## config.mk

```make
export PLATFORM = sky130hd
export DESIGN_NAME = seq_shift_add_multiplier
export DESIGN_NICKNAME = d
export VERILOG_FILES = /design/src/rtl/seq_shift_add_multiplier.sv
export SDC_FILE = /design/constraint.sdc
export NUM_CORES = 1
export LEC_CHECK = 0
export ABC_AREA = 1
export CORE_AREA = 2 2 64 66
export DETAILED_ROUTE_END_ITERATION = 7
export DIE_AREA = 0 0 66 68
export MAX_ROUTING_LAYER = met4
export PLACE_DENSITY = 0.73
export SYNTH_ARGS = -nofsm -noshare
export SYNTH_HDL_FRONTEND = slang
export SYNTH_SLANG_ARGS = --single-unit
```

## constraint.sdc

```tcl
create_clock -name clk -period 2 [get_ports clk]
set_clock_uncertainty 0.05 [all_clocks]
set_input_delay 0.4 -clock clk [delete_from_list [all_inputs] [get_ports clk]]
set_output_delay 0.4 -clock clk [all_outputs]
set_load 0.02 [all_outputs]
```

## src/rtl/seq_shift_add_multiplier.sv

```systemverilog
// Multi-cycle shift-and-add multiplier, one partial product per clock.
// Ports: clk, rst_n, start/signedMode/operand1/operand2 in; busy/done/product out.
module seq_shift_add_multiplier #(
  parameter int WIDTH = 4,
  parameter int CNT_W = $clog2(WIDTH + 1)
) (
  input  logic                 clk,
  input  logic                 rst_n,
  input  logic                 start,
  input  logic                 signedMode,
  input  logic [WIDTH-1:0]     operand1,
  input  logic [WIDTH-1:0]     operand2,
  output logic                 busy,
  output logic                 done,
  output logic [2*WIDTH-1:0]   product
);

  typedef enum logic [1:0] {
    IDLE,
    RUN,
    FIN
  } state_t;

  localparam logic [CNT_W-1:0] LAST = CNT_W'(WIDTH - 1);
  localparam logic [CNT_W-1:0] ONE  = CNT_W'(1);

  state_t               state_q;
  state_t               state_d;
  logic [2*WIDTH-1:0]   mcand_q;
  logic [2*WIDTH-1:0]   acc_q;
  logic [WIDTH-1:0]     mplier_q;
  logic [CNT_W-1:0]     cnt_q;
  logic                 neg_q;
  logic                 done_q;
  logic [2*WIDTH-1:0]   prod_q;

  logic                 neg1;
  logic                 neg2;
  logic [WIDTH-1:0]     abs1;
  logic [WIDTH-1:0]     abs2;

  // -(-2^(W-1)) wraps to 2^(W-1), which is the right magnitude unsigned
  assign neg1 = signedMode & operand1[WIDTH-1];
  assign neg2 = signedMode & operand2[WIDTH-1];
  assign abs1 = neg1 ? -operand1 : operand1;
  assign abs2 = neg2 ? -operand2 : operand2;

  always_comb begin
    state_d = state_q;
    unique case (state_q)
      IDLE:    if (start) state_d = RUN;
      RUN:     if (cnt_q == LAST) state_d = FIN;
      FIN:     state_d = IDLE;
      default: state_d = IDLE;
    endcase
  end

  always_ff @(posedge clk or negedge rst_n) begin
    if (!rst_n) begin
      state_q  <= IDLE;
      mcand_q  <= '0;
      acc_q    <= '0;
      mplier_q <= '0;
      cnt_q    <= '0;
      neg_q    <= 1'b0;
      done_q   <= 1'b0;
      prod_q   <= '0;
    end else begin
      state_q <= state_d;
      done_q  <= 1'b0;
      unique case (state_q)
        IDLE: begin
          if (start) begin
            mcand_q  <= {{WIDTH{1'b0}}, abs1};
            mplier_q <= abs2;
            neg_q    <= neg1 ^ neg2;
            acc_q    <= '0;
            cnt_q    <= '0;
          end
        end
        RUN: begin
          if (mplier_q[0]) acc_q <= acc_q + mcand_q;
          mcand_q  <= mcand_q << 1;
          mplier_q <= mplier_q >> 1;
          cnt_q    <= cnt_q + ONE;
        end
        FIN: begin
          prod_q <= neg_q ? -acc_q : acc_q;
          done_q <= 1'b1;
        end
        default: ;
      endcase
    end
  end

  assign busy    = (state_q != IDLE);
  assign done    = done_q;
  assign product = prod_q;

endmodule

```

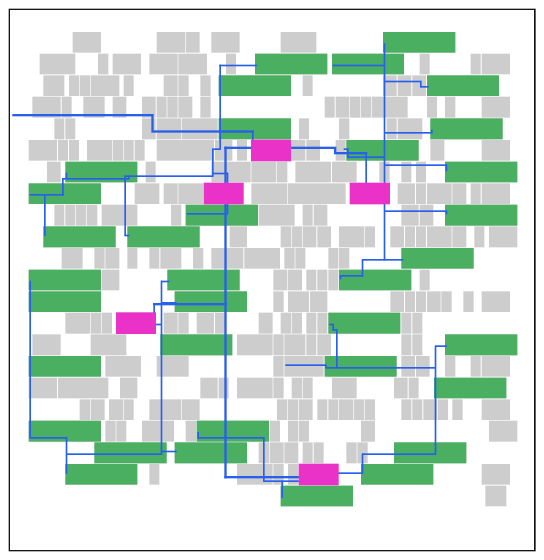
Fig. 1. Clock wires, drivers and flops.
[magenta] clock-net drivers | count: 5
[blue] clock wires | length: 429 um
[green] flip-flops | count: 35
flops lie: spread over the die

==> run_summary.xml <==
<?xml version="1.0" encoding="UTF-8"?>
<metrics>
  <group name="detailed_routing">
    <metric name="routed_via_density" unit="">5.14</metric>
    <metric name="drt-wirelength-per-cell" unit="um">12.2</metric>
    <metric name="drc" unit="">0</metric>
    <metric name="drt_first_pass_iters" unit="">4</metric>
  </group>
  <group name="synth">
    <metric name="async_flop_share" unit="%">100</metric>
    <metric name="postSynthAreaPerCell" unit="um2">8.35</metric>
    <metric name="synth.yosys.num_cells" unit="">242</metric>
    <metric name="synth.comb.largest_family" unit="">simple AND/OR/NAND/NOR gates</metric>
    <metric name="xor_share" unit="%">1.73</metric>
    <metric name="ys_seq_share" unit="%">43.3</metric>
    <metric name="ys_ff" unit="">35</metric>
    <metric name="nets_in_the_synthesized_netlist" unit="">267</metric>
    <metric name="synth.area.mux_share" unit="%">0</metric>
    <metric name="synth-edff-count" unit="">0</metric>
    <metric name="synth_cells" unit="">242</metric>
    <metric name="yosys_most_used_dff" unit="">sky130_fd_sc_hd__dfrtp_1</metric>
    <metric name="post_synth_ao_oa_area_fraction" unit="%">13.2</metric>
  </group>
  <group name="setup_path">
    <metric name="worst_path_max_delay_cell" unit="">sky130_fd_sc_hd__clkdlybuf4s50_1</metric>
    <metric name="path_max_fanout" unit="">3</metric>
    <metric name="setup_crit_path_kind" unit="">register to output port</metric>
    <metric name="critical_path_arrival" unit="ps">1480</metric>
  </group>
  <group name="floorplanning">
    <metric name="die_w" unit="um">66</metric>
    <metric name="die_h" unit="um">68</metric>
    <metric name="core_area" unit="um2">3860</metric>
  </group>
  <group name="clocking">
    <metric name="cts_tree" unit="">built</metric>
    <metric name="cts_htree_levels" unit="">2</metric>
    <metric name="worst_setup_hold_path_clk_slew" unit="ps">70</metric>
    <metric name="cts-resized-gates" unit="">0</metric>
    <metric name="clock_sinks" unit="">35</metric>
  </group>
  <group name="final_timing">
    <metric name="layout_worst_path_cycle_share" unit="%">96.7</metric>
    <metric name="tns" unit="ps">0</metric>
    <metric name="fmax_achieved" unit="MHz">517</metric>
    <metric name="slew_limit_fails" unit="">0</metric>
    <metric name="finalHoldWorstSlack" unit="ps">427</metric>
    <metric name="slew_headroom" unit="%">70.8</metric>
  </group>
  <group name="placed_design">
    <metric name="dp.cells" unit="">311</metric>
    <metric name="number_of_i_o_port_buffers" unit="">21</metric>
  </group>
  <group name="outcome">
    <metric name="outcome" unit="">complete, no violations</metric>
  </group>
  <group name="cells_and_area">
    <metric name="final_layout_size_suffix_gt1_share" unit="%">10.4</metric>
    <metric name="antenna_cells" unit="">0</metric>
  </group>
  <group name="min_path">
    <metric name="holdCritStartpoint" unit="">product[6]$_DFFE_PN0P_</metric>
  </group>
  <group name="grt">
    <metric name="antenna_violations_before_repair" unit="">0</metric>
  </group>
  <group name="run">
    <metric name="warning_count" unit="">26</metric>
  </group>
  <group name="power">
    <metric name="power.share.sequential" unit="%">34.3</metric>
    <metric name="power.internal" unit="mW">2.02</metric>
  </group>
</metrics>
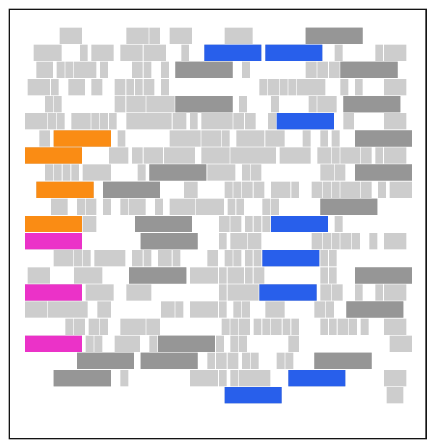
Fig. 2. Register map, names as in the netlist.
Other sequential cells in the stronger grey, the rest of the logic in the fainter grey.
| colour | netlist name | placed flops |
|---|---|---|
| magenta | `cnt_q` | 3 |
| blue | `acc_q` | 8 |
| orange | `mplier_q` | 4 |

## placed cells by master, fill, tap and decap left out, types with 6 or more instances in the layout
cell type and count:
sky130_fd_sc_hd__nand2_1 65, sky130_fd_sc_hd__dfrtp_1 35, sky130_fd_sc_hd__inv_1 30, sky130_fd_sc_hd__clkdlybuf4s50_1 21, sky130_fd_sc_hd__nand3_1 18, sky130_fd_sc_hd__o21ai_0 15
sky130_fd_sc_hd__nor2_1 14, sky130_fd_sc_hd__ha_1 12, sky130_fd_sc_hd__clkbuf_8 7, sky130_fd_sc_hd__a21oi_1 6
## cell type report
class	instances	area, um2
Inverter	37	144
Sequential cell	35	876
Multi-Input combinational cell	167	980
Clock buffer	8	100
Tap cell	50	62.6
Timing Repair Buffer	22	218
Fill cell	345	1480
## cell families after synthesis
group                      after synthesis
AOI/OAI and AO/OA                       41
xor gates and xnor gates                 4
adders and majority gates               13
buffers and inverters                   40
DFF                                     35
and+or+nand+nor                        109
## power groups by stage
stage | Sequential, mW | Combinational (mW) | Clock [mW]
global placement | 1.22 | 1.74 | 0
floorplan | 1.26 | 1.27 | 0
detailed placement | 1.23 | 1.79 | 0
finish | 1.22 | 1.78 | 0.556
global route | 1.25 | 2.01 | 0.609
CTS | 1.22 | 1.80 | 0.577
## per-stage QoR
stage	instance area (um2)	setup WS [ps]	total power, mW	utilization (%)
4_1_cts	2380	43.3	3.60	61.7
6_report	2380	65.4	3.56	61.7
2_1_floorplan	2020	414	2.53	-
3_5_place_dp	2280	280	3.02	59.1
5_1_grt	2380	2.32	3.87	61.7
3_3_place_gp	2280	306	2.96	59.1
## layer usage
| layer | up-vias | routed length, um | GRT usage (%) |
|---|---|---|---|
| li1 | 847 | - | - |
| met1 | 757 | 1730 | 22.5 |
| met2 | 32 | 1960 | 34.6 |
| met3 | 4 | 161 | 5.43 |
| met4 | 0 | 41 | 4.59 |
| met5 | - | 0 | - |
## synthesized netlist by cell type (all sizes together), types with 2 or more instances
cell type  number  area (um2)
a21oi           7        38.8
a22oi           2        20.0
buf             3        21.3
dfrtp          35         876
ha             12         150
inv            37         144
nand2          68         278
nand3          19         108
nand3b          2        15.0
nand4           2        12.5
nor2           16        83.8
o211ai          3        27.5
o21ai          19         106
o221ai          2        17.5
o22ai           5        31.3
xor2            4        35.0
## flip-flops by register name (all words and copies together), names as in the netlist
register	cells
product	8
done	1
acc_q	8
mcand_q	8
state_q	2
neg_q	1
cnt_q	3
mplier_q	4
## worst max-delay path by stage
stage | slack, ps | from | endpoint
3_3_place_gp | 310 | operand2[0] | mplier_q[1]$_DFFE_PN0P_
5_1_grt | 2 | state_q[0]$_DFFE_PN0P_ | busy
2_1_floorplan | 410 | mcand_q[0]$_DFFE_PN0P_ | acc_q[6]$_DFFE_PN0P_
6_report | 70 | state_q[0]$_DFFE_PN0P_ | busy
3_5_place_dp | 280 | start | mplier_q[2]$_DFFE_PN0P_
4_1_cts | 40 | state_q[0]$_DFFE_PN0P_ | busy
## worst register-to-register path, delay by kind of cell, from the launching register on
family | cells | cell delay (ps)
flip-flops | 1 | 390
AND/OR/NAND/NOR | 6 | 500
adder cells (fa/ha/maj) | 2 | 660
Power figures rest on the tool's default switching activity, not on a simulated workload.
